===== src/rtl/uart_rx_fifo_if.sv =====
// Register-port bundle between the I/O wrapper and uart_rx_fifo.
//   sel   : access to this block this cycle
//   wren  : access is a write
//   addr  : word address (0 DATA, 1 STATUS, 2 BITWIDTH, 3 reserved)
//   wdata : write data
//   rdata : registered read data, valid the cycle after sel & ~wren
interface uart_rx_fifo_if;
  logic        sel;
  logic        wren;
  logic [1:0]  addr;
  logic [31:0] wdata;
  logic [31:0] rdata;

  modport master (output sel, output wren, output addr, output wdata, input rdata);
  modport slave  (input sel, input wren, input addr, input wdata, output rdata);
endinterface


===== src/rtl/uart_rx_fifo.sv =====
// 8N1 UART receiver with a small receive FIFO behind a word-addressed
// register port.
//   clk     : core clock
//   rst     : synchronous reset, active-high
//   uart_rx : asynchronous serial input, idle high
//   bus     : register port (slave side), see uart_rx_fifo_if
// Registers: DATA (pop, bit 8 = valid), STATUS ({count, frame_err, overrun,
// full, nonempty}, bits 3:2 write-1-to-clear), BITWIDTH (clocks per bit).
module uart_rx_fifo #(
  parameter int unsigned CLOCK_RATE = 24_000_000,
  parameter int unsigned BAUD_RATE  = 115200,
  parameter int unsigned FIFO_DEPTH = 4
) (
  input  logic           clk,
  input  logic           rst,
  input  logic           uart_rx,
  uart_rx_fifo_if.slave  bus
);

  localparam int unsigned BIT = CLOCK_RATE / BAUD_RATE;
  localparam int unsigned CW  = $clog2(BIT);
  localparam int unsigned PW  = $clog2(FIFO_DEPTH);

  localparam logic [CW-1:0] HALF_LOAD = CW'(BIT / 2 - 1);
  localparam logic [CW-1:0] FULL_LOAD = CW'(BIT - 1);
  localparam logic [PW:0]   DEPTH_C   = (PW + 1)'(FIFO_DEPTH);

  localparam logic [1:0] A_DATA     = 2'd0;
  localparam logic [1:0] A_STATUS   = 2'd1;
  localparam logic [1:0] A_BITWIDTH = 2'd2;

  typedef enum logic [2:0] {
    ST_IDLE,
    ST_START,
    ST_DATA,
    ST_STOP,
    ST_WAIT_HIGH
  } state_t;

  // ---------------------------------------------------------------------
  // Input synchronizer plus one history flop for falling-edge detection
  // ---------------------------------------------------------------------
  logic rx_meta, rxs, rxs_prev;

  always_ff @(posedge clk) begin
    if (rst) begin
      rx_meta  <= 1'b1;
      rxs      <= 1'b1;
      rxs_prev <= 1'b1;
    end else begin
      rx_meta  <= uart_rx;
      rxs      <= rx_meta;
      rxs_prev <= rxs;
    end
  end

  // ---------------------------------------------------------------------
  // Receive FSM
  // ---------------------------------------------------------------------
  state_t        state_q, state_d;
  logic [CW-1:0] cnt_q, cnt_d;
  logic [2:0]    idx_q, idx_d;
  logic [7:0]    shreg_q, shreg_d;
  logic          push;
  logic          ferr_set;
  logic          expired;

  assign expired = (cnt_q == '0);

  always_ff @(posedge clk) begin
    if (rst) begin
      state_q <= ST_IDLE;
      cnt_q   <= '0;
      idx_q   <= '0;
      shreg_q <= '0;
    end else begin
      state_q <= state_d;
      cnt_q   <= cnt_d;
      idx_q   <= idx_d;
      shreg_q <= shreg_d;
    end
  end

  always_comb begin
    state_d  = state_q;
    cnt_d    = cnt_q;
    idx_d    = idx_q;
    shreg_d  = shreg_q;
    push     = 1'b0;
    ferr_set = 1'b0;

    case (state_q)
      ST_IDLE: begin
        if (rxs_prev && !rxs) begin
          state_d = ST_START;
          cnt_d   = HALF_LOAD;
        end
      end

      ST_START: begin
        if (expired) begin
          if (rxs) begin
            state_d = ST_IDLE;
          end else begin
            state_d = ST_DATA;
            cnt_d   = FULL_LOAD;
            idx_d   = '0;
          end
        end else begin
          cnt_d = cnt_q - 1'b1;
        end
      end

      ST_DATA: begin
        if (expired) begin
          shreg_d = {rxs, shreg_q[7:1]};
          cnt_d   = FULL_LOAD;
          if (idx_q == 3'd7) begin
            state_d = ST_STOP;
          end else begin
            idx_d = idx_q + 1'b1;
          end
        end else begin
          cnt_d = cnt_q - 1'b1;
        end
      end

      ST_STOP: begin
        if (expired) begin
          if (rxs) begin
            push    = 1'b1;
            state_d = ST_IDLE;
          end else begin
            ferr_set = 1'b1;
            state_d  = ST_WAIT_HIGH;
          end
        end else begin
          cnt_d = cnt_q - 1'b1;
        end
      end

      ST_WAIT_HIGH: begin
        if (rxs) begin
          state_d = ST_IDLE;
        end
      end

      default: state_d = ST_IDLE;
    endcase
  end

  // ---------------------------------------------------------------------
  // Receive FIFO
  // ---------------------------------------------------------------------
  logic [7:0]    mem [FIFO_DEPTH];
  logic [PW-1:0] wr_ptr_q, rd_ptr_q;
  logic [PW:0]   count_q;
  logic          rd_req, st_wr;
  logic          nonempty, full;
  logic          pop, push_ok, ovr_set;
  logic          overrun_q, frame_err_q;

  assign rd_req   = bus.sel && !bus.wren;
  assign st_wr    = bus.sel && bus.wren && (bus.addr == A_STATUS);
  assign nonempty = (count_q != '0);
  assign full     = (count_q == DEPTH_C);
  assign pop      = rd_req && (bus.addr == A_DATA) && nonempty;
  // A pop on the same edge frees the slot, so a full FIFO still accepts.
  assign push_ok  = push && (!full || pop);
  assign ovr_set  = push && !push_ok;

  always_ff @(posedge clk) begin
    if (push_ok) begin
      mem[wr_ptr_q] <= shreg_q;
    end
  end

  always_ff @(posedge clk) begin
    if (rst) begin
      wr_ptr_q <= '0;
      rd_ptr_q <= '0;
      count_q  <= '0;
    end else begin
      if (push_ok) begin
        wr_ptr_q <= wr_ptr_q + 1'b1;
      end
      if (pop) begin
        rd_ptr_q <= rd_ptr_q + 1'b1;
      end
      case ({push_ok, pop})
        2'b10:   count_q <= count_q + 1'b1;
        2'b01:   count_q <= count_q - 1'b1;
        default: count_q <= count_q;
      endcase
    end
  end

  // Sticky flags; a set in the same cycle beats a write-1-to-clear.
  always_ff @(posedge clk) begin
    if (rst) begin
      overrun_q   <= 1'b0;
      frame_err_q <= 1'b0;
    end else begin
      if (ovr_set) begin
        overrun_q <= 1'b1;
      end else if (st_wr && bus.wdata[2]) begin
        overrun_q <= 1'b0;
      end
      if (ferr_set) begin
        frame_err_q <= 1'b1;
      end else if (st_wr && bus.wdata[3]) begin
        frame_err_q <= 1'b0;
      end
    end
  end

  // ---------------------------------------------------------------------
  // Register read port
  // ---------------------------------------------------------------------
  logic [31:0] rd_mux;
  logic [3:0]  count4;

  assign count4 = 4'(count_q);

  always_comb begin
    rd_mux = '0;
    case (bus.addr)
      A_DATA:     rd_mux = nonempty ? {23'b0, 1'b1, mem[rd_ptr_q]} : '0;
      A_STATUS:   rd_mux = {24'b0, count4, frame_err_q, overrun_q, full, nonempty};
      A_BITWIDTH: rd_mux = 32'(BIT);
      default:    rd_mux = '0;
    endcase
  end

  always_ff @(posedge clk) begin
    if (rst) begin
      bus.rdata <= '0;
    end else if (rd_req) begin
      bus.rdata <= rd_mux;
    end
  end

  // Only the two clear bits of a STATUS write carry meaning.
  logic unused_wdata;
  assign unused_wdata = ^{bus.wdata[31:4], bus.wdata[1:0]};

endmodule


===== src/flat_wrapper.sv =====
// flat-port wrapper written by rule: the top's interface ports become plain ports
module uart_rx_fifo_flat 
#(
  parameter int unsigned CLOCK_RATE = 24_000_000,
  parameter int unsigned BAUD_RATE  = 115200,
  parameter int unsigned FIFO_DEPTH = 4
)
  (clk, rst, uart_rx, bus_sel, bus_wren, bus_addr, bus_wdata, bus_rdata);
  uart_rx_fifo_if bus_i ();
  input  logic clk;
  input  logic rst;
  input  logic uart_rx;
  input wire logic [$bits(bus_i.sel)-1:0] bus_sel;
  input wire logic [$bits(bus_i.wren)-1:0] bus_wren;
  input wire logic [$bits(bus_i.addr)-1:0] bus_addr;
  input wire logic [$bits(bus_i.wdata)-1:0] bus_wdata;
  output wire logic [$bits(bus_i.rdata)-1:0] bus_rdata;
  assign bus_i.sel = bus_sel;
  assign bus_i.wren = bus_wren;
  assign bus_i.addr = bus_addr;
  assign bus_i.wdata = bus_wdata;
  assign bus_rdata = bus_i.rdata;
  uart_rx_fifo #(.CLOCK_RATE(CLOCK_RATE), .BAUD_RATE(BAUD_RATE), .FIFO_DEPTH(FIFO_DEPTH)) u_core (.clk(clk), .rst(rst), .uart_rx(uart_rx), .bus(bus_i));
endmodule

===== config.mk =====
export PLATFORM = sky130hd
export DESIGN_NAME = uart_rx_fifo_flat
export DESIGN_NICKNAME = d
export VERILOG_FILES = /design/src/rtl/uart_rx_fifo_if.sv /design/src/rtl/uart_rx_fifo.sv /design/src/flat_wrapper.sv
export SDC_FILE = /design/constraint.sdc
export NUM_CORES = 1
export LEC_CHECK = 0
export CAP_MARGIN = 20
export CORE_MARGIN = 2
export CORE_UTILIZATION = 47
export DETAILED_ROUTE_END_ITERATION = 10
export PLACE_DENSITY = 0.8
export SLEW_MARGIN = 40
export SYNTH_ARGS = -nofsm -noshare
export SYNTH_HDL_FRONTEND = slang
export SYNTH_SLANG_ARGS = --single-unit

===== constraint.sdc =====
create_clock -name clk -period 3.22 [get_ports clk]
set_input_delay 0.644 -clock clk [delete_from_list [all_inputs] [get_ports clk]]
set_output_delay 0.644 -clock clk [all_outputs]
set_load 0.02 [all_outputs]

Fig. 1: ports around the boundary
Pins as bars across the die edge, other pins in gray.
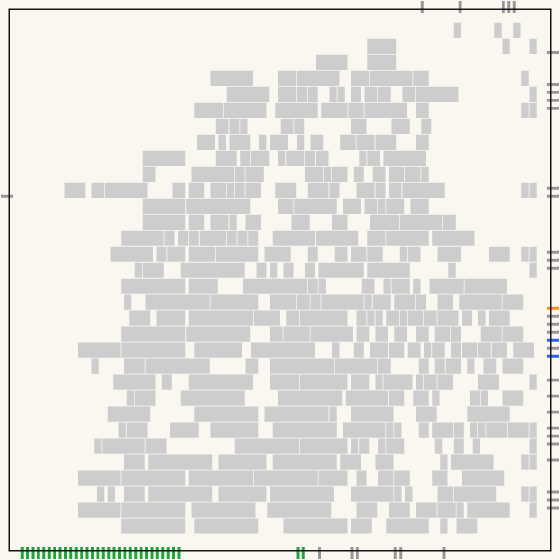
Key: bus_addr = blue [pins 2, direction input, edge east]; rst = orange [pins 1, direction input, edge east]; bus_wdata = green [pins 32, direction input, edge south]
die span in x: 91.9 um
Die Height: 91.9 um

Fig. 2: routed clock nets over the placement
The bar under the picture is 20 um long.
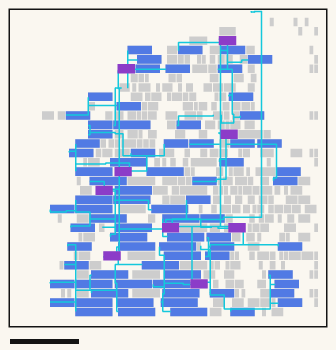
Key: clock drivers = purple [count 9]; flip-flops = blue [count 77]; clock wires = cyan [length 870 um]
There are 10 routed clock nets.

Fig. 3: M3 wires
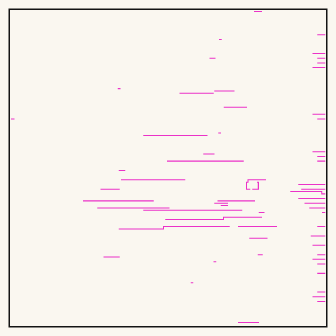
The layer holds 5.5% of the routed length. The layer carries 380 um of wire.
grt met3 use: 0.0288
via total after detailed routing: 2,508
Detailed Route WL: 6940 um

==> impl_report.txt <==
RUN METRICS
----------------------------------------------------
[Power]
  Clk. pwr ........................ 651 uW
  Peak VDD IR ........................ ~210 uV
  Leading power group ........................ sequential cells

[Worst setup path]
  Req. time, crit path ........................ 3490 ps
  Worst setup path start ........................ u_core.cnt_q[0]$_SDFFE_PP0P_
  Reg2Reg Depth ........................ 9
  Worst path arrival time ........................ about 3200 ps
  Register-to-register path setup slack ........................ 260 ps
  Crit path capture type ........................ register
  Maximum fanout along the worst path ........................ 8

[Clocking]
  Number of buffers on the longest clock path ........................ 2
  Number of instances resized during post-cts repair ........................ 0
  Clk latency late pin ........................ between 300 and 400 ps

[Synth]
  Dominant cell by count in the synthesized netlist ........................ sky130_fd_sc_hd__dfxtp_1
  Yosys top cell area share ........................ 0.265
  Seq share, synth ........................ 0.513
  Warnings from Yosys ........................ 0
  Mapped Area ........................ 3630 um2
  Most instantiated cells after synthesis ........................ sky130_fd_sc_hd__dfxtp_1, sky130_fd_sc_hd__edfxtp_1, sky130_fd_sc_hd__nor2_1
  Primary FF master, synth ........................ sky130_fd_sc_hd__dfxtp_1
  EDFF count, synth ........................ 32
  XOR/XNOR share of the synthesized area ........................ 0.00724
  Portion of netlist area occupied by mux cells ........................ 0.0858

[Global route]
  Initial antenna violation count ........................ 0
  GR met1 Demand/Resource ........................ 0.236
  Remaining global-route overflow ........................ 0

[Cells and area]
  Most frequently placed logic cell in the final layout ........................ sky130_fd_sc_hd__dfxtp_1
  Antenna Diode Count ........................ 0
  Register fraction of the total cell area ........................ 0.466
  Signal buffers ........................ 25

[Timing]
  Tmin final ........................ approximately 3000 ps
  Transition at the pin with the smallest max-transition slack ........................ between 700 and 800 ps
  Final worst-path setup slack ........................ 261 ps
  Number of hold violations in the final report ........................ 0
  Number of setup violations in the final report ........................ 0

[Drt]
  Antenna-violating nets left ........................ 0

[Floorplanning]
  Number of primary I/O pins ........................ 71

[Place]
  DP Area ........................ 3810 um2

[Status]
  Outcome ........................ finished clean

----------------------------------------------------
Power is estimated from default activity; no workload was simulated.
